==> src/rtl/des_round_ctrl.sv <==
// des_round_ctrl: sequencing controller for the LFSR-integrated DES Feistel
// datapath. A start request loads the L/R registers from the external input,
// then steps through NUM_ROUNDS Feistel rounds (advancing the round-key LFSR
// each round), and finally strobes the output register, which performs the
// final swap.
//
// Ports:
//   clk        system clock, rising edge
//   rst        synchronous active-high reset
//   start      block-start request, accepted only in IDLE
//   mode       0 = encrypt, 1 = decrypt; latched when start is accepted
//   abort      cancels a block in LOAD or ROUND; ignored in FINAL
//   ready      idle, start will be accepted
//   busy       block in flight (LOAD, ROUND, FINAL)
//   in_sel     1 = L/R take external input, 0 = round feedback
//   round_en   L/R registers update this cycle
//   round_idx  current round number (0 outside ROUND)
//   key_idx    subkey select, reversed for decrypt (0 outside ROUND)
//   lfsr_step  advance round-key LFSR
//   out_load   final output register load strobe
//   done       one-cycle completion pulse, coincident with out_load
//   blk_cnt    completed blocks since reset, wraps
module des_round_ctrl #(
  parameter int NUM_ROUNDS = 16,
  parameter int ROUND_W    = 4,
  parameter int CNT_W      = 16
) (
  input  logic               clk,
  input  logic               rst,
  input  logic               start,
  input  logic               mode,
  input  logic               abort,
  output logic               ready,
  output logic               busy,
  output logic               in_sel,
  output logic               round_en,
  output logic [ROUND_W-1:0] round_idx,
  output logic [ROUND_W-1:0] key_idx,
  output logic               lfsr_step,
  output logic               out_load,
  output logic               done,
  output logic [CNT_W-1:0]   blk_cnt
);

  typedef enum logic [1:0] {
    S_IDLE  = 2'd0,
    S_LOAD  = 2'd1,
    S_ROUND = 2'd2,
    S_FINAL = 2'd3
  } state_t;

  localparam logic [ROUND_W-1:0] LAST_RND = ROUND_W'(NUM_ROUNDS - 1);

  state_t             state, state_nxt;
  logic [ROUND_W-1:0] cnt, cnt_nxt;
  logic               mode_q, mode_nxt;
  logic [CNT_W-1:0]   blk_q, blk_nxt;

  // State register
  always_ff @(posedge clk) begin
    if (rst) begin
      state  <= S_IDLE;
      cnt    <= '0;
      mode_q <= 1'b0;
      blk_q  <= '0;
    end else begin
      state  <= state_nxt;
      cnt    <= cnt_nxt;
      mode_q <= mode_nxt;
      blk_q  <= blk_nxt;
    end
  end

  // Next-state logic
  always_comb begin
    state_nxt = state;
    cnt_nxt   = cnt;
    mode_nxt  = mode_q;
    blk_nxt   = blk_q;
    case (state)
      S_IDLE: begin
        cnt_nxt = '0;
        // abort in IDLE suppresses a simultaneous start
        if (start && !abort) begin
          state_nxt = S_LOAD;
          mode_nxt  = mode;
        end
      end
      S_LOAD: begin
        cnt_nxt   = '0;
        state_nxt = abort ? S_IDLE : S_ROUND;
      end
      S_ROUND: begin
        if (abort) begin
          state_nxt = S_IDLE;
          cnt_nxt   = '0;
        end else if (cnt >= LAST_RND) begin
          // >= keeps the counter bounded even from a corrupted value
          state_nxt = S_FINAL;
          cnt_nxt   = '0;
        end else begin
          cnt_nxt = cnt + 1'b1;
        end
      end
      S_FINAL: begin
        state_nxt = S_IDLE;
        cnt_nxt   = '0;
        blk_nxt   = blk_q + 1'b1;
      end
      default: begin
        state_nxt = S_IDLE;
        cnt_nxt   = '0;
      end
    endcase
  end

  // Moore output decode: registered state only
  always_comb begin
    ready     = 1'b0;
    busy      = 1'b0;
    in_sel    = 1'b0;
    round_en  = 1'b0;
    round_idx = '0;
    key_idx   = '0;
    lfsr_step = 1'b0;
    out_load  = 1'b0;
    done      = 1'b0;
    case (state)
      S_IDLE: ready = 1'b1;
      S_LOAD: begin
        busy     = 1'b1;
        in_sel   = 1'b1;
        round_en = 1'b1;
      end
      S_ROUND: begin
        busy      = 1'b1;
        round_en  = 1'b1;
        lfsr_step = 1'b1;
        round_idx = cnt;
        key_idx   = mode_q ? (LAST_RND - cnt) : cnt;
      end
      S_FINAL: begin
        busy     = 1'b1;
        out_load = 1'b1;
        done     = 1'b1;
      end
      default: ready = 1'b0;
    endcase
  end

  assign blk_cnt = blk_q;

endmodule

==> config.mk <==
export PLATFORM = sky130hd
export DESIGN_NAME = des_round_ctrl
export DESIGN_NICKNAME = d
export VERILOG_FILES = /design/src/rtl/des_round_ctrl.sv
export SDC_FILE = /design/constraint.sdc
export NUM_CORES = 1
export LEC_CHECK = 0
export ABC_AREA = 1
export CAP_MARGIN = 20
export CORE_ASPECT_RATIO = 1.1
export CORE_MARGIN = 1.5
export CORE_UTILIZATION = 40
export CTS_BUF_LIST = sky130_fd_sc_hd__clkbuf_16
export DETAILED_ROUTE_END_ITERATION = 8
export PLACE_DENSITY = 0.7
export SYNTH_ARGS = -nofsm -noshare
export SYNTH_HDL_FRONTEND = slang
export SYNTH_SLANG_ARGS = --single-unit
==> constraint.sdc <==
create_clock -name clk -period 1.5 [get_ports clk]
set_input_delay 0.45 -clock clk [delete_from_list [all_inputs] [get_ports clk]]
set_output_delay 0.45 -clock clk [all_outputs]
set_load 0.005 [all_outputs]
run_1/metal_density.png
11 x 12 tiles, from white (low) to dark blue (high), scaled to the fullest tile. Values are wire area over tile area, all layers added.
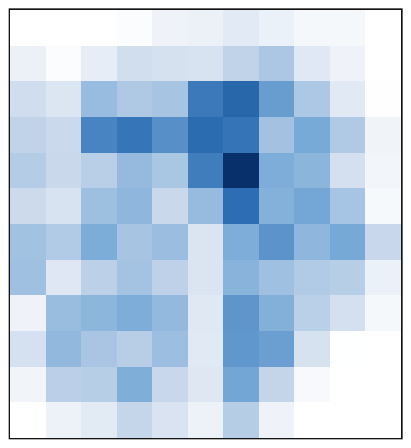
densest ninth of the die: center
tiles over half the peak: 14%
emptiest ninth of the die: south-east
mean over tiles: 0.16
nearly empty tiles: 12%
fullest tile: 0.58
global-route usage over all layers: 21.6%
final routed wirelength across all metal layers: 3520 µm
count of vias placed by the detailed router: 1368
WL/cell: 12.8 µm

run_1/detail.png
Bar = 5 µm. Window x 18 to 38, y 32 to 52 µm. Cells in gray, sequential cells in the stronger gray; small squares are vias.
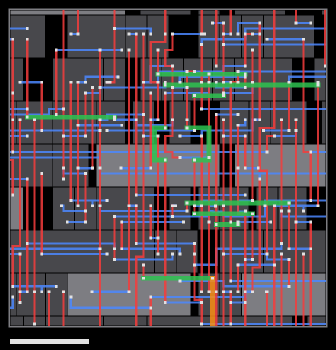
legend:
  green:
    layer: metal 3
  orange:
    layer: metal 4
  blue:
    layer: metal 1
  red:
    layer: metal 2
cells with their middle in the window: 47
sequential cells in the window: 4
netlist names of flops here include: blk_cnt (4)
most frequent: nand2_1 (11), inv_1 (6), nor2_1 (6)

run_1/logic_types.png
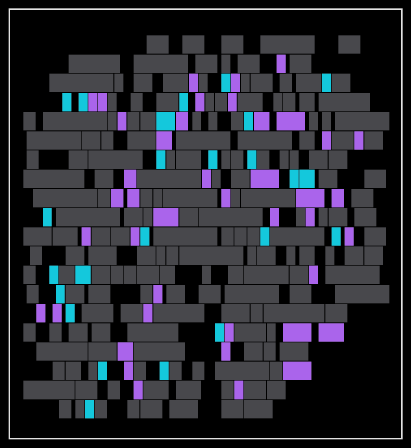
legend:
  purple:
    family: nor cells
    cells: 42
  cyan:
    family: inv cells
    cells: 24
    where: widely spread
Finished Layout Cells: 275
most frequent logic cell in the layout: sky130_fd_sc_hd__nand2_1

==> results.txt, run 1 <==
run metrics: Top Consumer combinational cells, portion of netlist area occupied by mux cells 0%, count of sequential standard cells 23, met2 WL 1930 µm, drt via density 4.97, internal power 0.00152 W, min setup slack post-route -0.176 ns, maximum number of pins on one net before global-route repair 14, violation tally from detailed-route iteration zero 52, Max transition margin 80.7%, met3 Usage GRT 3.84%, multi-input gates 124, global-route wire length before repair 5770 µm, average size of a mapped cell 6.91 µm², met2 routing resource usage after global routing 42.5%, power drawn by the clock network 0.000565 W, Static Leak 0.946 nW, worst-case hold path end point blk_cnt[0], Top class by area logic gates, slowest cell delay on critical path 0.34 ns, violated checks setup timing, run status finished with violations, Area growth syn-to-layout 67.0%, Worst Hold Margin 0.484 ns, worst endpoint required time 1.05 ns, number of clock sinks 23, area share of and-or/or-and cells after synthesis 9.21%, end point of the critical path round_idx[1], highest routed layer met4, logic area 785 µm², slew at the pin with the worst max-slew slack 0.289 ns, Hold Path Depth 1, top cell type's share of synthesized area 38.1%, Simple Share, Synth 31.3%, Logic power comb 0.000925 W, placed cell count 261, Setup-failing EPs final 16
## Run 2: what changed since run 1
Settings changed: RECOVER_POWER set to 50.
run_2/clocks.png
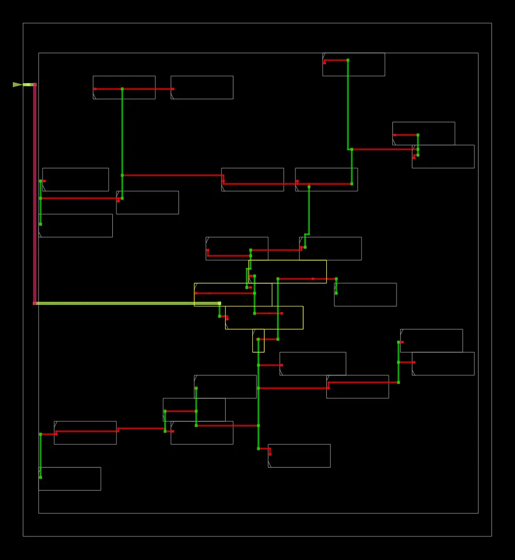
worst setup skew after layout: 0.00561 ns
Insertion Delay late pin: 0.25 ns

==> results.txt, run 2 <==
run metrics: final routed wirelength across all metal layers 3510 µm, count of sequential standard cells 23, Static Leak 0.939 nW, internal power 0.00152 W, slowest cell delay on critical path 0.34 ns, worst endpoint required time 1.05 ns, met2 routing resource usage after global routing 42.5%, maximum number of pins on one net before global-route repair 14, portion of netlist area occupied by mux cells 0%, count of vias placed by the detailed router 1370, highest routed layer met4, Setup-failing EPs final 16, run status finished with violations, global-route wire length before repair 5770 µm, total half-perimeter wirelength after legalization and detailed placement 2470 µm, slew at the pin with the worst max-slew slack 0.287 ns, placed cell count 261, most frequent logic cell in the layout sky130_fd_sc_hd__nand2_1, Finished Layout Cells 275, top cell type's share of synthesized area 38.1%, Top Consumer combinational cells, end point of the critical path round_idx[1], Hold Path Depth 2, area share of and-or/or-and cells after synthesis 9.21%, min setup slack post-route -0.176 ns, WL/cell 12.7 µm, Simple Share, Synth 31.3%, Area growth syn-to-layout 65.4%, violated checks setup timing, multi-input gates 124, most instantiated flip-flop cell in the synthesis netlist sky130_fd_sc_hd__dfxtp_1, met2 WL 1930 µm, violation tally from detailed-route iteration zero 54, Logic power comb 0.000925 W, power drawn by the clock network 0.000566 W, Worst Hold Margin 0.513 ns, average size of a mapped cell 6.91 µm², post-synth net total 187
run_2/metal_density.png
11 x 12 tiles, from white (low) to dark blue (high), scaled to the fullest tile. Values are wire area over tile area, all layers added.
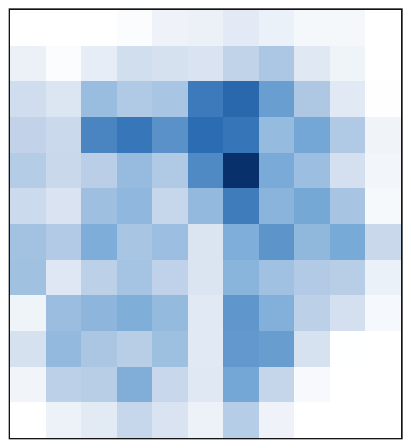
tiles over half the peak: 14%
nearly empty tiles: 12%
densest ninth of the die: center
fullest tile: 0.58
mean over tiles: 0.16
emptiest ninth of the die: south-east

## Run 3: what changed since run 2
Settings changed: CTS_CLUSTER_SIZE set to 12.
run_3/detail.png
Bar = 5 µm. Window x 18 to 38, y 32 to 52 µm. Cells in gray, sequential cells in the stronger gray; small squares are vias.
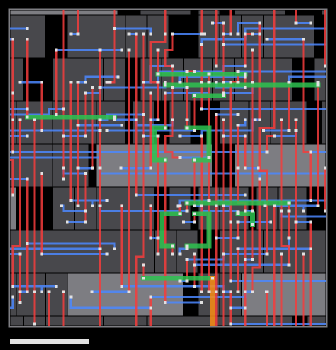

==> results.txt, run 3 <==
run metrics: Setup-failing EPs final 16, slew at the pin with the worst max-slew slack 0.287 ns, most instantiated flip-flop cell in the synthesis netlist sky130_fd_sc_hd__dfxtp_1, min setup slack post-route -0.176 ns, Logic power comb 0.000925 W, post-synth net total 187, global-route wire length before repair 5770 µm, met3 Usage GRT 3.84%, placed cell count 261, met2 WL 1930 µm, worst setup skew after layout 0.00561 ns, final routed wirelength across all metal layers 3510 µm, count of vias placed by the detailed router 1370, highest routed layer met4, slowest cell delay on critical path 0.34 ns, Static Leak 0.939 nW, violation tally from detailed-route iteration zero 54, Area growth syn-to-layout 65.4%, Worst Hold Margin 0.513 ns, Max transition margin 80.8%, Top Consumer combinational cells, run status finished with violations, maximum number of pins on one net before global-route repair 14, Top class by area logic gates, portion of netlist area occupied by mux cells 0%, global-route usage over all layers 21.6%, number of fill cells 238, count of sequential standard cells 23, internal power 0.00152 W, end point of the critical path round_idx[1], worst-case hold path end point blk_cnt[15], Simple Share, Synth 31.3%, logic area 785 µm², worst endpoint required time 1.05 ns, Insertion Delay late pin 0.25 ns, top cell type's share of synthesized area 38.1%, most frequent logic cell in the layout sky130_fd_sc_hd__nand2_1, violated checks setup timing, average size of a mapped cell 6.91 µm², drt via density 4.98, multi-input gates 124, layout cell share with drive strength beyond 1 34.7%
run_3/clocks.png
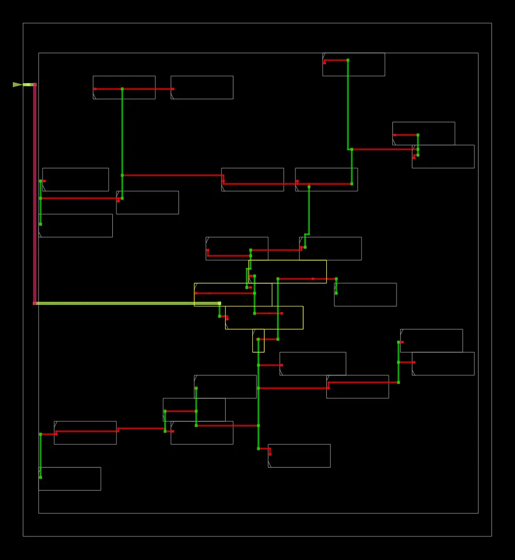
number of clock sinks: 23
CTS buffer count: 3
power drawn by the clock network: 0.000566 W

Power figures rest on the tool's default switching activity, not on a simulated workload.
